## config.mk

```make
export PLATFORM = sky130hd
export DESIGN_NAME = div_result_stage
export DESIGN_NICKNAME = d
export VERILOG_FILES = /design/src/rtl/div_result_stage.sv
export SDC_FILE = /design/constraint.sdc
export NUM_CORES = 1
export LEC_CHECK = 0
export CAP_MARGIN = 20
export CORE_ASPECT_RATIO = 0.5
export CORE_UTILIZATION = 46
export CTS_BUF_LIST = sky130_fd_sc_hd__clkbuf_8
export DETAILED_ROUTE_END_ITERATION = 8
export GPL_TIMING_DRIVEN = 0
export PLACE_DENSITY_LB_ADDON = 0.15
export SLEW_MARGIN = 20
export SYNTH_ARGS = -nofsm -noshare
export SYNTH_HDL_FRONTEND = slang
export SYNTH_SLANG_ARGS = --single-unit
```

## constraint.sdc

```tcl
create_clock -name clock -period 2.7 [get_ports clock]
set_input_delay 0.405 -clock clock [delete_from_list [all_inputs] [get_ports clock]]
set_output_delay 0.405 -clock clock [all_outputs]
set_load 0.005 [all_outputs]
```

## src/rtl/div_result_stage.sv

```systemverilog
// Sequencer and result stage behind the combinational 32-bit divider: holds operands for a
// settle window, sign-corrects the raw magnitudes into Z (ZHI = remainder, ZLO = quotient).
module div_result_stage #(
  parameter int unsigned SETTLE_CYCLES = 4
) (
  input  logic        clock,
  input  logic        clear,
  input  logic        start,
  input  logic [31:0] dividend_in,
  input  logic [31:0] divisor_in,
  output logic [31:0] op_dividend,
  output logic [31:0] op_divisor,
  input  logic [63:0] div_raw,
  output logic [31:0] zhi_out,
  output logic [31:0] zlo_out,
  output logic        result_valid,
  input  logic        result_ready,
  output logic        busy,
  output logic        div_by_zero
);

  localparam logic [3:0] CntInit = 4'(SETTLE_CYCLES - 1);
  localparam logic [31:0] IntMin = 32'h8000_0000;
  localparam logic [31:0] AllOnes = 32'hFFFF_FFFF;

  typedef enum logic [1:0] {StIdle, StSettle, StDone} state_e;

  state_e      state_q, state_d;
  logic [3:0]  cnt_q, cnt_d;
  logic [31:0] op_dividend_q, op_dividend_d;
  logic [31:0] op_divisor_q, op_divisor_d;
  logic [31:0] zhi_q, zhi_d;
  logic [31:0] zlo_q, zlo_d;
  logic        dbz_q, dbz_d;
  logic        sq_q, sq_d;
  logic        sr_q, sr_d;

  logic accept, div_zero, overflow, sample;
  logic [31:0] raw_quot, raw_rem;

  always_comb begin
    accept   = (state_q == StIdle) && start;
    div_zero = (divisor_in == 32'd0);
    overflow = (dividend_in == IntMin) && (divisor_in == AllOnes);
    sample   = (state_q == StSettle) && (cnt_q == 4'd0);
    raw_quot = div_raw[31:0];
    raw_rem  = div_raw[63:32];
  end

  // State register
  always_ff @(posedge clock) begin
    if (clear) begin
      state_q <= StIdle;
    end else begin
      state_q <= state_d;
    end
  end

  // Next-state logic; zero divisor and INT_MIN/-1 bypass the divider entirely
  always_comb begin
    state_d = state_q;
    unique case (state_q)
      StIdle: begin
        if (start) begin
          state_d = (div_zero || overflow) ? StDone : StSettle;
        end
      end
      StSettle: begin
        if (cnt_q == 4'd0) begin
          state_d = StDone;
        end
      end
      StDone: begin
        if (result_ready) begin
          state_d = StIdle;
        end
      end
      default: state_d = StIdle;
    endcase
  end

  // Output logic
  always_comb begin
    result_valid = (state_q == StDone);
    busy         = (state_q != StIdle);
    op_dividend  = op_dividend_q;
    op_divisor   = op_divisor_q;
    zhi_out      = zhi_q;
    zlo_out      = zlo_q;
    div_by_zero  = dbz_q;
  end

  // Datapath next-state: operand latch, settle counter, result correction
  always_comb begin
    op_dividend_d = op_dividend_q;
    op_divisor_d  = op_divisor_q;
    cnt_d         = cnt_q;
    zhi_d         = zhi_q;
    zlo_d         = zlo_q;
    dbz_d         = dbz_q;
    sq_d          = sq_q;
    sr_d          = sr_q;

    if (accept) begin
      op_dividend_d = dividend_in;
      op_divisor_d  = divisor_in;
      sq_d          = dividend_in[31] ^ divisor_in[31];
      sr_d          = dividend_in[31];
      if (div_zero) begin
        zhi_d = dividend_in;
        zlo_d = AllOnes;
        dbz_d = 1'b1;
      end else if (overflow) begin
        zhi_d = 32'd0;
        zlo_d = IntMin;
        dbz_d = 1'b0;
      end else begin
        cnt_d = CntInit;
      end
    end

    if (state_q == StSettle) begin
      if (sample) begin
        // Quotient sign from both operands, remainder sign from the dividend
        zlo_d = sq_q ? (32'd0 - raw_quot) : raw_quot;
        zhi_d = sr_q ? (32'd0 - raw_rem) : raw_rem;
        dbz_d = 1'b0;
      end else begin
        cnt_d = cnt_q - 4'd1;
      end
    end
  end

  always_ff @(posedge clock) begin
    if (clear) begin
      op_dividend_q <= 32'd0;
      op_divisor_q  <= 32'd0;
      cnt_q         <= 4'd0;
      zhi_q         <= 32'd0;
      zlo_q         <= 32'd0;
      dbz_q         <= 1'b0;
      sq_q          <= 1'b0;
      sr_q          <= 1'b0;
    end else begin
      op_dividend_q <= op_dividend_d;
      op_divisor_q  <= op_divisor_d;
      cnt_q         <= cnt_d;
      zhi_q         <= zhi_d;
      zlo_q         <= zlo_d;
      dbz_q         <= dbz_d;
      sq_q          <= sq_d;
      sr_q          <= sr_d;
    end
  end

endmodule
```

==> job_summary.md <==
### Yosys + OpenROAD results

| Metric | Value |
|---|---|
| CTS Buf Count | 17 |
| Row cnt | 31 |
| First-pass GRT wire length | about 42 mm |
| Clock transition at path regs | ~0.09 ns |
| Ys flop type | dfxtp_1 |
| Hold crit path type | input port to register |
| Yosys cell types | between 50 and 60 |
| Status | finished clean |
| Nets | roughly 1300 |
| Final clock-cell share | 0.0389 |
| Most frequent logic cell in the layout | clkdlybuf4s50_1 |
| Top delay family on crit path | simple AND/OR/NAND/NOR gates |
| Fmax | 371 MHz |
| Floorplan Nets | between 1000 and 1500 |
| Via density | about 6 |
| Ant diodes | 0 |
| Max-Slew Margin vs Limit | 0.477 |
| Worst Path Required | 3.01 ns |
| Synthesized area | 0.00714 sq mm |
| Die height | ~90 microns |
| Sum Neg Setup Slack | 0 ns |
| Gate power share | 0.284 |
| DR WL met2 | 12.1 mm |
| Clk sink count | between 100 and 150 |
| Leakage power | ~3.6 nW |
| Core box area | about 0.015 sq mm |
| R2R cell count | 9 |
| Chip area in the Yosys report | 0.00714 sq mm |
| Worst flop-to-flop path endpoint | zhi_out[25] |
| Post-CTS setup repair buffer count | 0 |
| Crit end category | register |
| Worst clock skew | about 0.020 ns |
| Post-synth mux share | 0.0210 |
| CP max stage delay | roughly 0.6 ns |
| Crit-path slowest cell | or4_4 |
| Cell area leaders | dfxtp_1 (38%), nand2_1 (8.2%), a21oi_1 (7.1%), xor2_1 (5.4%), a221oi_1 (4.2%) |
| Final ANT Viol Nets | 0 |
| Wire per inst | about 21 microns |
| Top Metal Used | met4 |
| Ao+oa area frac | 0.279 |
| FF/Latch Area | 0.00272 sq mm |
| Longest Clk Path Bufs | 2 |
| Power share of the sequential group | 0.404 |
| Critical path launch point | dividend_in[2] |
| Register share after synthesis | 0.381 |
| Setup Crit Path Kind | input port to register |
| Switching fraction of total power | 0.317 |
| MaxCap Viol Count | 0 |
| # IOs | 263 |
| Vias in the first global route | about 7900 |
| Antenna violations before repair | 0 |
| Worst path arrival time | about 3.0 ns |
| Init Core Util | 0.482 |
| Switch Pwr | 1.83 mW |
| Layout fillers | approximately 1200 |
| Buffers outside the clock class | 345 |
| Root Buffer | clkbuf_8 |
| Via count | about 8400 |
| Pre-antenna DRT Iters | 9 |
| Critical path peak fanout | 10 |
| Hold depth | 3 |
| Signal inverters | 11 |
| Routed wl met3 | ~3.1 mm |
| CTS tree | yes |
| Area leader, netlist | dfxtp_1 |
| Hold Fails Final Rpt | 0 |
| Critical path launch point type | input port |
| Simple Share, Synth | 0.196 |
| Synth async-reset ratio | 0 |
| Crit path depth | 8 |
| Worst Hold Launch | dividend_in[22] |
| FFs & Latches | about 140 |
| Tapcells | around 200 |
| XOR-XNOR Cells, Area Fraction | 0.0601 |
| Hpwl dp | 21.4 mm |
| Adder Area Share | 0.00701 |
| Clk_buf instances | 17 |
| Top logic family | AND-OR/OR-AND gates |
| Synthesis warning total | 0 |
| Critical path capture point | zlo_out[15] |
| Post-Layout Cell Count | around 1400 |
| Inst Count DP | about 1300 |
| Initial DRC Count | around 900 |
| Post-CTS sizing | 17 |
| Crit path cell chain | clkdlybuf4s50_1, nor4_1, nand4_1, or4_4, buf_6, buf_6, a211oi_1, a211oi_1 |
| Log Warnings | 29 |
| Max-slew violation count | 0 |
| Post-Place Worst Slack | -0.642 ns |
| Die Size | roughly 0.016 sq mm |
| DRT Wirelength | approximately 28 mm |
| R2R Setup Slk | ~0.10 ns |
| Dominant cell area share | 0.381 |
| Tightest Pin Transition | 0.784 ns |
| Non-Clock Buffer Area Fraction | 0.287 |
| Tmin final | 2.70 ns |
| Largest class | combinational gates |
| Pwr dens | between 500 and 600 mW/mm^2 |
| Fraction of layout cells with a size suffix above 1 | 0.0766 |
| Clock power frac | 0.313 |
| Layout Area Growth over Synthesis | 48.1% |
| Comb/total area | 0.389 |
| Number of enable flip-flop cells | 0 |
| Yosys Instances | a little under 900 |
| IO Port Bufs | approximately 260 |
| Post-synth top cells | nand2_1 (156), dfxtp_1 (136), a21oi_1 (101) |
| Hold_buf cts | 0 |
| Pin count of the biggest net entering global routing | 17 |
==> tightest hold or removal path, stage by stage <==
cell and delay [ns]:
dlymetal6s2s_1 0.15, nand2_1 0.07, a21oi_1 0.05
==> power by group through the flow <==
stage	Sequential, mW	Clock (mW)	Combinational [mW]
after floorplan	2.37	0	0.680
after global placement	2.37	0	1.54
after detailed placement	2.37	0	1.57
after CTS	2.33	1.81	1.59
after global routing	2.35	1.90	1.76
final	2.33	1.81	1.64
==> per-stage QoR <==
stage          area (sq um)  hold slack [ns]  total power [mW]
6_report              10600            0.262              5.78
5_1_grt               10600            0.280              6.01
3_5_place_dp          10000            0.449              3.95
3_3_place_gp          10000            0.443              3.91
2_1_floorplan          7140            0.453              3.05
4_1_cts               10500            0.422              5.73
Track usage over the die:
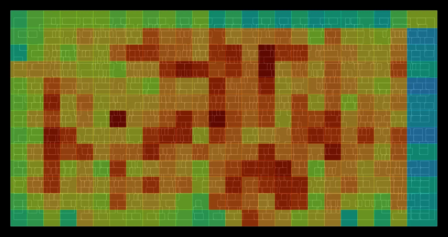
met1 Use GR: 0.484
M2 GR Usage: 0.501
GRT Overall Usage: 0.342
utilization after layout: 0.714

A small window of the routed layout:
Region (121, 10) to (146, 35) microns. Cells in gray, sequential cells in the stronger gray; small squares are vias.
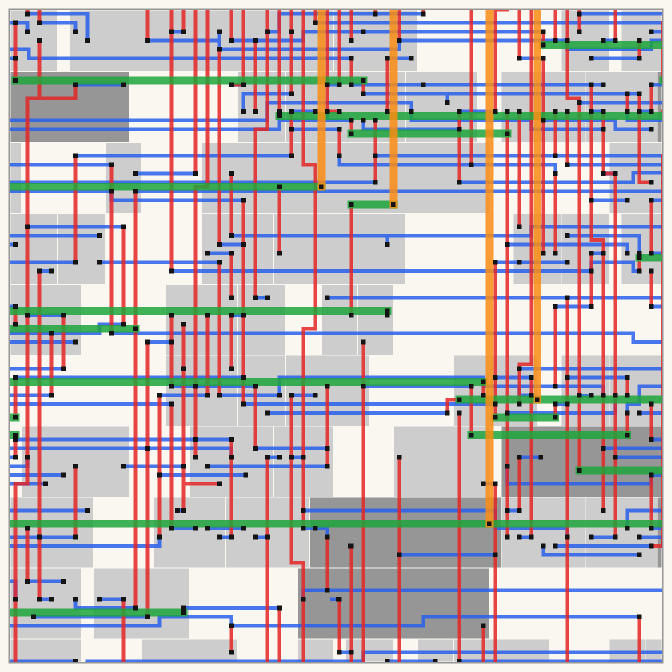
legend:
  orange:
    layer: met4
  green:
    layer: met3
  blue:
    layer: met1
  red:
    layer: met2
netlist names of flops here include: `op_dividend` (2), `zhi_out` (2)
cells with their middle in the window: 46
sequential cells in the window: 4

The metal 4 layer:
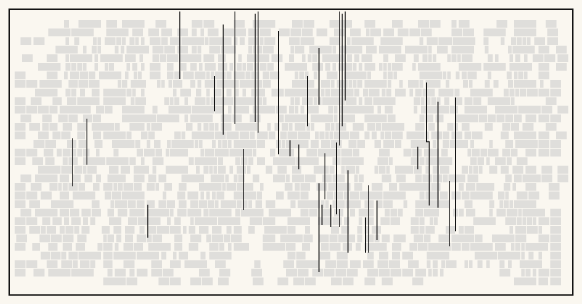
main direction: vertical
share of all routed wire: 2.6%
wire length on this layer: 718 microns

Metal layers overlaid:
Only two layers are drawn.
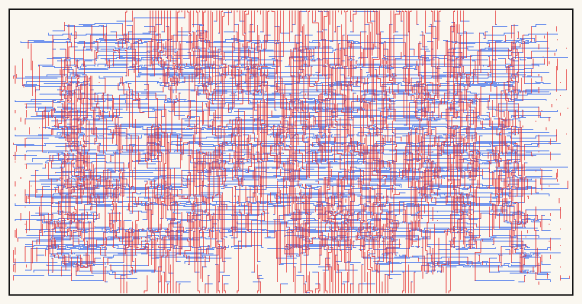
legend:
  blue:
    layer: met1
    wire_length: 12000 microns
  red:
    layer: met2
    wire_length: 12100 microns

Power and IR drop assume default switching activity.
